$ cat src/rtl/cache_req_issuer.sv
// Request FIFO and bus sequencer in front of cache_controller; issues one request per cache_ready.
// Optional ISSUER_STATS_EN adds saturating read/write/filler completion counters.
module cache_req_issuer #(
  parameter int DEPTH   = 4,
  parameter int ADDR_W  = 32,
  parameter int DATA_W  = 32,
  parameter int TIMEOUT = 63
) (
  input  logic              clk,
  input  logic              rst,
  input  logic              req_valid,
  output logic              req_ready,
  input  logic [ADDR_W-1:0] req_addr,
  input  logic [DATA_W-1:0] req_wdata,
  input  logic              req_rw,
  output logic              resp_valid,
  output logic [DATA_W-1:0] resp_rdata,
  output logic              resp_rw,
  output logic [7:0]        resp_latency,
  output logic              err,
`ifdef ISSUER_STATS_EN
  output logic [15:0]       stat_reads,
  output logic [15:0]       stat_writes,
  output logic [15:0]       stat_fillers,
`endif
  output logic [ADDR_W-1:0] cache_address,
  output logic [DATA_W-1:0] cache_data_in,
  output logic              cache_rw,
  input  logic [DATA_W-1:0] cache_data_out,
  input  logic              cache_ready
);

  localparam int PTR_W = $clog2(DEPTH);
  localparam logic [8:0] TO_CNT = 9'(TIMEOUT + 1);

  typedef enum logic [1:0] {S_SYNC, S_FILL, S_BUSY} state_t;

  state_t state_q, state_d;

  logic [ADDR_W-1:0] mem_addr [DEPTH];
  logic [DATA_W-1:0] mem_data [DEPTH];
  logic              mem_rw   [DEPTH];

  logic [PTR_W:0]    wr_ptr_q, wr_ptr_d, rd_ptr_q, rd_ptr_d;
  logic [ADDR_W-1:0] addr_q, addr_d;
  logic [DATA_W-1:0] wdata_q, wdata_d;
  logic              rw_q, rw_d;
  logic [7:0]        lat_q, lat_d, lat_inc;
  logic [8:0]        lat_inc9;
  logic              err_q, err_d;
  logic              rvalid_q, rvalid_d;
  logic [DATA_W-1:0] rdata_q, rdata_d;
  logic              rrw_q, rrw_d;
  logic [7:0]        rlat_q, rlat_d;
  logic              full, empty, push;

  assign full  = (wr_ptr_q[PTR_W] != rd_ptr_q[PTR_W]) &&
                 (wr_ptr_q[PTR_W-1:0] == rd_ptr_q[PTR_W-1:0]);
  assign empty = (wr_ptr_q == rd_ptr_q);
  assign push  = req_valid && !full;

  assign req_ready     = !full;
  assign resp_valid    = rvalid_q;
  assign resp_rdata    = rdata_q;
  assign resp_rw       = rrw_q;
  assign resp_latency  = rlat_q;
  assign err           = err_q;
  assign cache_address = addr_q;
  assign cache_data_in = wdata_q;
  assign cache_rw      = rw_q;

  always_ff @(posedge clk) begin
    if (push) begin
      mem_addr[wr_ptr_q[PTR_W-1:0]] <= req_addr;
      mem_data[wr_ptr_q[PTR_W-1:0]] <= req_wdata;
      mem_rw[wr_ptr_q[PTR_W-1:0]]   <= req_rw;
    end
  end

  always_comb begin
    state_d  = state_q;
    wr_ptr_d = push ? wr_ptr_q + (PTR_W+1)'(1) : wr_ptr_q;
    rd_ptr_d = rd_ptr_q;
    addr_d   = addr_q;
    wdata_d  = wdata_q;
    rw_d     = rw_q;
    err_d    = err_q;
    rvalid_d = 1'b0;
    rdata_d  = rdata_q;
    rrw_d    = rrw_q;
    rlat_d   = rlat_q;
    lat_inc  = (lat_q == 8'hFF) ? lat_q : lat_q + 8'd1;
    lat_inc9 = {1'b0, lat_q} + 9'd1;
    lat_d    = lat_inc;

    if (cache_ready) begin
      lat_d = 8'd0;
      if (state_q == S_BUSY) begin
        rvalid_d = 1'b1;
        rrw_d    = rw_q;
        rdata_d  = rw_q ? wdata_q : cache_data_out;
        rlat_d   = lat_inc;
      end
      if (!empty) begin
        addr_d   = mem_addr[rd_ptr_q[PTR_W-1:0]];
        wdata_d  = mem_data[rd_ptr_q[PTR_W-1:0]];
        rw_d     = mem_rw[rd_ptr_q[PTR_W-1:0]];
        rd_ptr_d = rd_ptr_q + (PTR_W+1)'(1);
        state_d  = S_BUSY;
      end else begin
        // filler re-reads the last issued address, which is known resident
        rw_d    = 1'b0;
        state_d = S_FILL;
      end
    end else if (lat_inc9 == TO_CNT) begin
      err_d = 1'b1;
    end
  end

  always_ff @(posedge clk or posedge rst) begin
    if (rst) begin
      state_q  <= S_SYNC;
      wr_ptr_q <= '0;
      rd_ptr_q <= '0;
      addr_q   <= '0;
      wdata_q  <= '0;
      rw_q     <= 1'b0;
      lat_q    <= 8'd0;
      err_q    <= 1'b0;
      rvalid_q <= 1'b0;
      rdata_q  <= '0;
      rrw_q    <= 1'b0;
      rlat_q   <= 8'd0;
    end else begin
      state_q  <= state_d;
      wr_ptr_q <= wr_ptr_d;
      rd_ptr_q <= rd_ptr_d;
      addr_q   <= addr_d;
      wdata_q  <= wdata_d;
      rw_q     <= rw_d;
      lat_q    <= lat_d;
      err_q    <= err_d;
      rvalid_q <= rvalid_d;
      rdata_q  <= rdata_d;
      rrw_q    <= rrw_d;
      rlat_q   <= rlat_d;
    end
  end

`ifdef ISSUER_STATS_EN
  logic [15:0] srd_q, srd_d, swr_q, swr_d, sfl_q, sfl_d;

  assign stat_reads   = srd_q;
  assign stat_writes  = swr_q;
  assign stat_fillers = sfl_q;

  always_comb begin
    srd_d = srd_q;
    swr_d = swr_q;
    sfl_d = sfl_q;
    if (cache_ready) begin
      if (state_q != S_BUSY) begin
        if (sfl_q != 16'hFFFF) sfl_d = sfl_q + 16'd1;
      end else if (rw_q) begin
        if (swr_q != 16'hFFFF) swr_d = swr_q + 16'd1;
      end else begin
        if (srd_q != 16'hFFFF) srd_d = srd_q + 16'd1;
      end
    end
  end

  always_ff @(posedge clk or posedge rst) begin
    if (rst) begin
      srd_q <= 16'd0;
      swr_q <= 16'd0;
      sfl_q <= 16'd0;
    end else begin
      srd_q <= srd_d;
      swr_q <= swr_d;
      sfl_q <= sfl_d;
    end
  end
`endif

endmodule

$ cat config.mk
export PLATFORM = sky130hd
export DESIGN_NAME = cache_req_issuer
export DESIGN_NICKNAME = d
export VERILOG_FILES = /design/src/rtl/cache_req_issuer.sv
export SDC_FILE = /design/constraint.sdc
export NUM_CORES = 1
export LEC_CHECK = 0
export CAP_MARGIN = 10
export CORE_ASPECT_RATIO = 2
export CORE_MARGIN = 4
export CORE_UTILIZATION = 55
export DETAILED_ROUTE_END_ITERATION = 8
export GPL_TIMING_DRIVEN = 0
export PLACE_DENSITY = 0.77
export RECOVER_POWER = 100
export REMOVE_ABC_BUFFERS = 1
export SLEW_MARGIN = 0
export SYNTH_ARGS = -nofsm -noshare
export SYNTH_HDL_FRONTEND = slang
export SYNTH_SLANG_ARGS = --single-unit
$ cat constraint.sdc
create_clock -name clk -period 11.53 [get_ports clk]
set_input_delay 2.306 -clock clk [delete_from_list [all_inputs] [get_ports clk]]
set_output_delay 2.306 -clock clk [all_outputs]
set_load 0.01 [all_outputs]
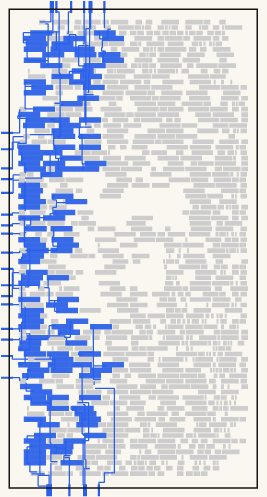
(port wiring)
(2 px per um)
blue -> req_addr  # bits 32, direction input, edge 17 west, 8 north, 7 south, end cells 128, buffers 32, wire 1610 um

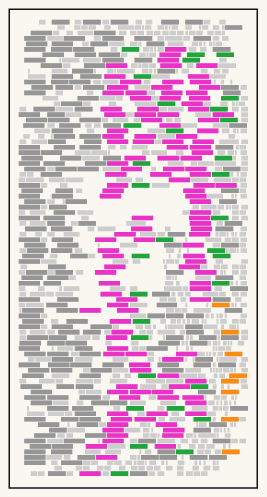
(register map, names as in the netlist)
(2 px per um)
magenta -> mem_data  # flops 128
orange -> resp_latency  # flops 8, where south-east
green -> cache_data_in  # flops 32
share of the final layout cell area in sequential cells: 60.29%
Post-Route Utilization: 68.90%

==> summary.rpt <==
=== SYNTHESIS / PLACE & ROUTE SUMMARY ===
----------------------------------------------------
[Logic synthesis]
  Gate count of the mapped netlist ........................ 752
  Multiplexer fraction of the synthesized cell area ........................ 17.42%
  Post-synthesis instance area ........................ 14630 um2
  Total number of yosys warnings ........................ 0
  Synthesized chip area reported by yosys ........................ 14630 um2
  Post-Synthesis Mean Instance Area ........................ 19.45 um2
  Count of distinct cell types in the synthesized netlist ........................ 36
  #FFs+latches synth ........................ 384
  Ys cells ........................ approximately 750
  Portion of the post-synthesis area used by sequential elements ........................ 74.60%
  XOR-XNOR Cells, Area Fraction ........................ less than 1%
  Arithmetic-cell share of the synthesized area counting full adders, half adders and majority gates ........................ 0.5989%
  Top logic cell family in the synthesized netlist ........................ multiplexers
  Ao+oa area frac ........................ 1.933%
  AND/OR/NAND/NOR Cells, Area Fraction ........................ 2.515%

[Global routing]
  Final global-route overflow total ........................ 0
  Pin count of the biggest net entering global routing ........................ 83
  Vias in the first global route ........................ 7858
  Number of antenna violations at the first check in global routing ........................ 8
  Total routing resource utilization after global routing ........................ 20.10%
  Global-route wire length before repair ........................ 44400 um

[Clock network]
  Clock transition at the register clock pins on the worst setup and hold paths after CTS ........................ 0.06 ns
  Deepest clock path buffer count ........................ 3
  Root Driver ........................ clkbuf_16
  Count of hold buffers inserted by post-cts repair ........................ 0
  Setup Fix Bufs, Post-CTS ........................ 0
  # resized after CTS ........................ 0
  CTS Buf Count ........................ 34
  H-tree lvl count ........................ 2
  Clock tree from TritonCTS ........................ yes

[Power and ir drop]
  Top Consumer ........................ sequential cells
  Net switching fraction of the power ........................ 28.91%
  Internal power component ........................ ~0.0033 W
  Areal power density over the cells ........................ 260.2 nW/um2
  Combinational power ........................ 0.00146 W
  Clock network fraction of design power ........................ 23.3%
  Net switching component of the power ........................ 0.001362 W
  Sequential cell power ........................ about 0.0022 W
  Part of the power in combinational logic ........................ between 30% and 40%
  Part of the total power dissipated in sequential elements ........................ 45.6%
  Leakage power summed over all cells ........................ roughly 6.6 nW
  Total clock network power ........................ 0.00110 W
  Peak VDD IR ........................ 0.1634 mV

[Cells and area]
  Number of nets in the layout ........................ 1077
  Share of cells above drive strength 1 ........................ ~17%
  Filler cells ........................ ~1700
  Most common cell after layout, fill and taps aside ........................ edfxtp_1
  Leading cell types in the layout, fill and taps excluded ........................ 260 x edfxtp_1, 175 x dlygate4sd3_1, 123 x dfrtp_1, 65 x mux4_2, 55 x mux2_2
  Final Instance Count excl. Fillers ........................ around 1300
  Post-synthesis to final-layout area growth ........................ 23.77%
  Final Instance Area ........................ 18100 um2

[STA]
  Setup total negative slack ........................ 0 ns
  Final Worst Setup Slack ........................ 4.804 ns
  Maximum operating frequency ........................ 148.7 MHz
  Pin slew with the least headroom to its limit ........................ 3.284 ns
  Max-slew headroom ........................ -118.9%
  RSZ-0062 raised after global routing ........................ false
  Final Cycle Share ........................ 58.34%
  Final Hold Violating Endpoints ........................ 0
  Time the final worst path needs with I/O delays and setup ........................ 6.726 ns
  Finish-stage setup viols ........................ 0
  Final Max Slew Viols ........................ 480

[Run]
  Max-Cap Viols ........................ 13
  OpenROAD warnings ........................ 29

[Worst setup path]
  Worst-case reg-to-reg path depth ........................ 4
  Biggest fanout along the worst timing path ........................ 36
  Arrival time at the worst endpoint ........................ 6.80 ns
  Crit start category ........................ input pin
  FF-to-FF setup slack ........................ approximately 5.2 ns
  Type of element capturing the critical path ........................ flip-flop
  Startpoint of the lowest-slack register-to-register path ........................ rd_ptr_q[0]
  Terminus of the critical flop-to-flop path ........................ mem_data[3][7]
  Worst setup path category ........................ input pin to flip-flop
  Crit path DRT ........................ 11.60 ns

[Routing]
  Router iterations before antenna repair ........................ 4
  Final routed wire length divided by cell count ........................ 21.43 um
  # DRC ........................ 0
  Via Count ........................ 7434
  Vias per cell ........................ 5.531
  Total Routed Length ........................ 28810 um
  DRC marker count from the first detailed-route iteration ........................ about 400
  Residual antenna-violating net count after detailed routing ........................ 0

[Floorplanning]
  Die H ........................ 238.6 um
  Chip Footprint ........................ 29420 um2
  Floorplan row count ........................ 84
  # IOs ........................ 210
  Width of the die ........................ roughly 120 um

[Outcome]
  Outcome ........................ finished with violations
  Failing checks ........................ capacitance limit, slew limit

[Hold path]
  Hold EP ........................ err
  Hold depth ........................ 1
  Class of the tightest hold or removal check ........................ flip-flop to flip-flop
  Worst Hold Launch ........................ err

[Placement]
  Total cell area at the placement stage ........................ 17170 um2
  Number of input and output port buffers inserted ........................ 209
  Inst Count DP ........................ 1277
  Final HPWL DP ........................ 17900 um
  Routability Congestion ........................ around 0.73
  Worst Setup Slack post-DPL ........................ slightly below 7 ns

----------------------------------------------------
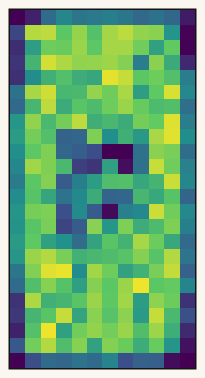
(cell density map)
(1.5 px per um) 12 x 24 tiles, from dark purple (low) to yellow (high), 0 to 100% covered.
fullest tile = 98%
emptiest ninth of the die = centre
nearly empty tiles = 2.4%
mean over tiles = 60%
tiles over 75% full = 36%
floorplan utilization: 55.66%
core footprint: 26280 um2

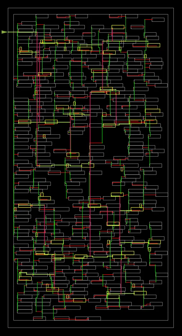
(the clock network)
count of sequential standard cells: 384
latest clock arrival within the worst-skew pair: 0.51 ns
clock tree sinks: 384
Layout Skew: 0.006903 ns

[flip-flops by register name (all words and copies together) (netlist names)]
| name | cells |
|---|---|
| mem_addr | 128 |
| mem_data | 128 |
| cache_address | 32 |
| cache_data_in | 32 |
| resp_rdata | 32 |
| lat_q | 8 |
| resp_latency | 8 |
| mem_rw | 4 |
| rd_ptr_q | 3 |
| wr_ptr_q | 3 |
| state_q | 2 |
| cache_rw | 1 |
| err | 1 |
| resp_rw | 1 |
| resp_valid | 1 |
[how the worst max path moves through the flow]
stage,start,end,slack [ns],depth (start not counted)
after global routing,req_valid,wr_ptr_q[2],4.38,5
after floorplan,rst,cache_address[0],5.92,1
after detailed placement,cache_ready,cache_address[13],6.92,4
after global placement,rd_ptr_q[0],cache_address[22],3.53,4
after CTS,rd_ptr_q[0],req_ready,6.88,3
final,req_valid,mem_data[3][7],4.80,4
[cells in the mapped netlist]
cell type | count | share of area [%]
mux2i_1 | 34 | 2.3
o21ai_0 | 43 | 1.5
buf_2 | 14 | 0.48
a41o_1 | 1 | 0.068
a31o_2 | 1 | 0.060
or2_1 | 1 | 0.043
buf_4 | 1 | 0.051
xnor2_1 | 9 | 0.54
or3_1 | 1 | 0.043
mux4_2 | 65 | 10
and3_1 | 1 | 0.043
nor2_1 | 14 | 0.36
and2_1 | 4 | 0.17
mux2_2 | 55 | 4.2
o21ai_1 | 2 | 0.068
a31oi_1 | 1 | 0.043
a211o_1 | 1 | 0.060
or4_1 | 1 | 0.051
nor3_2 | 2 | 0.14
nand3_1 | 6 | 0.21
buf_6 | 5 | 0.38
ha_1 | 7 | 0.60
nand2b_1 | 2 | 0.086
o31a_1 | 1 | 0.060
xor2_1 | 7 | 0.42
nand3_2 | 1 | 0.068
clkbuf_1 | 14 | 0.36
nand2_1 | 48 | 1.2
nor3_1 | 1 | 0.034
mux2_1 | 11 | 0.85
edfxtp_1 | 260 | 53
inv_1 | 6 | 0.15
dfrtp_1 | 124 | 21
a21oi_1 | 3 | 0.10
nor4_1 | 1 | 0.043
buf_12 | 4 | 0.55
[area by class of cell]
class	count	area, um2	area share (%)
multi-input cells	324	3426	18.92
diodes	5	12.51	0.06912
well taps	344	430.4	2.378
repair buffers	219	2217	12.25
flip-flops and latches	384	10910	60.29
clock inverters	11	100.1	0.5529
clock buffers	51	978.4	5.405
inverters	6	23.77	0.1313
[critical path, stage by stage]
cell	delay, ns
dlygate4sd3_1	0.56
o31a_1	0.29
and2_0	1.78
clkbuf_1	1.83
[per-layer routing]
layer / global-route usage (%) / wire length, um / share of wire (%) / vias up
met5: 0 / 25 / 0.087 / -
met1: 23.77 / 10420 / 36 / 3794
met3: 3.481 / 1352 / 4.7 / 66
met2: 36.29 / 16030 / 56 / 209
met4: 7.462 / 980 / 3.4 / 4
li1: - / - / - / 3361
[stage by stage]
stage | hold WS, ns | power [W]
6_report | 0.4615 | 0.004710
5_1_grt | 0.4742 | 0.004970
4_1_cts | 0.4702 | 0.004882
3_5_place_dp | 0.4567 | 0.003773
3_3_place_gp | 0.4578 | 0.003768
2_1_floorplan | 0.4726 | 0.003036
No activity file was given, so power comes from the tool's default toggle rates.
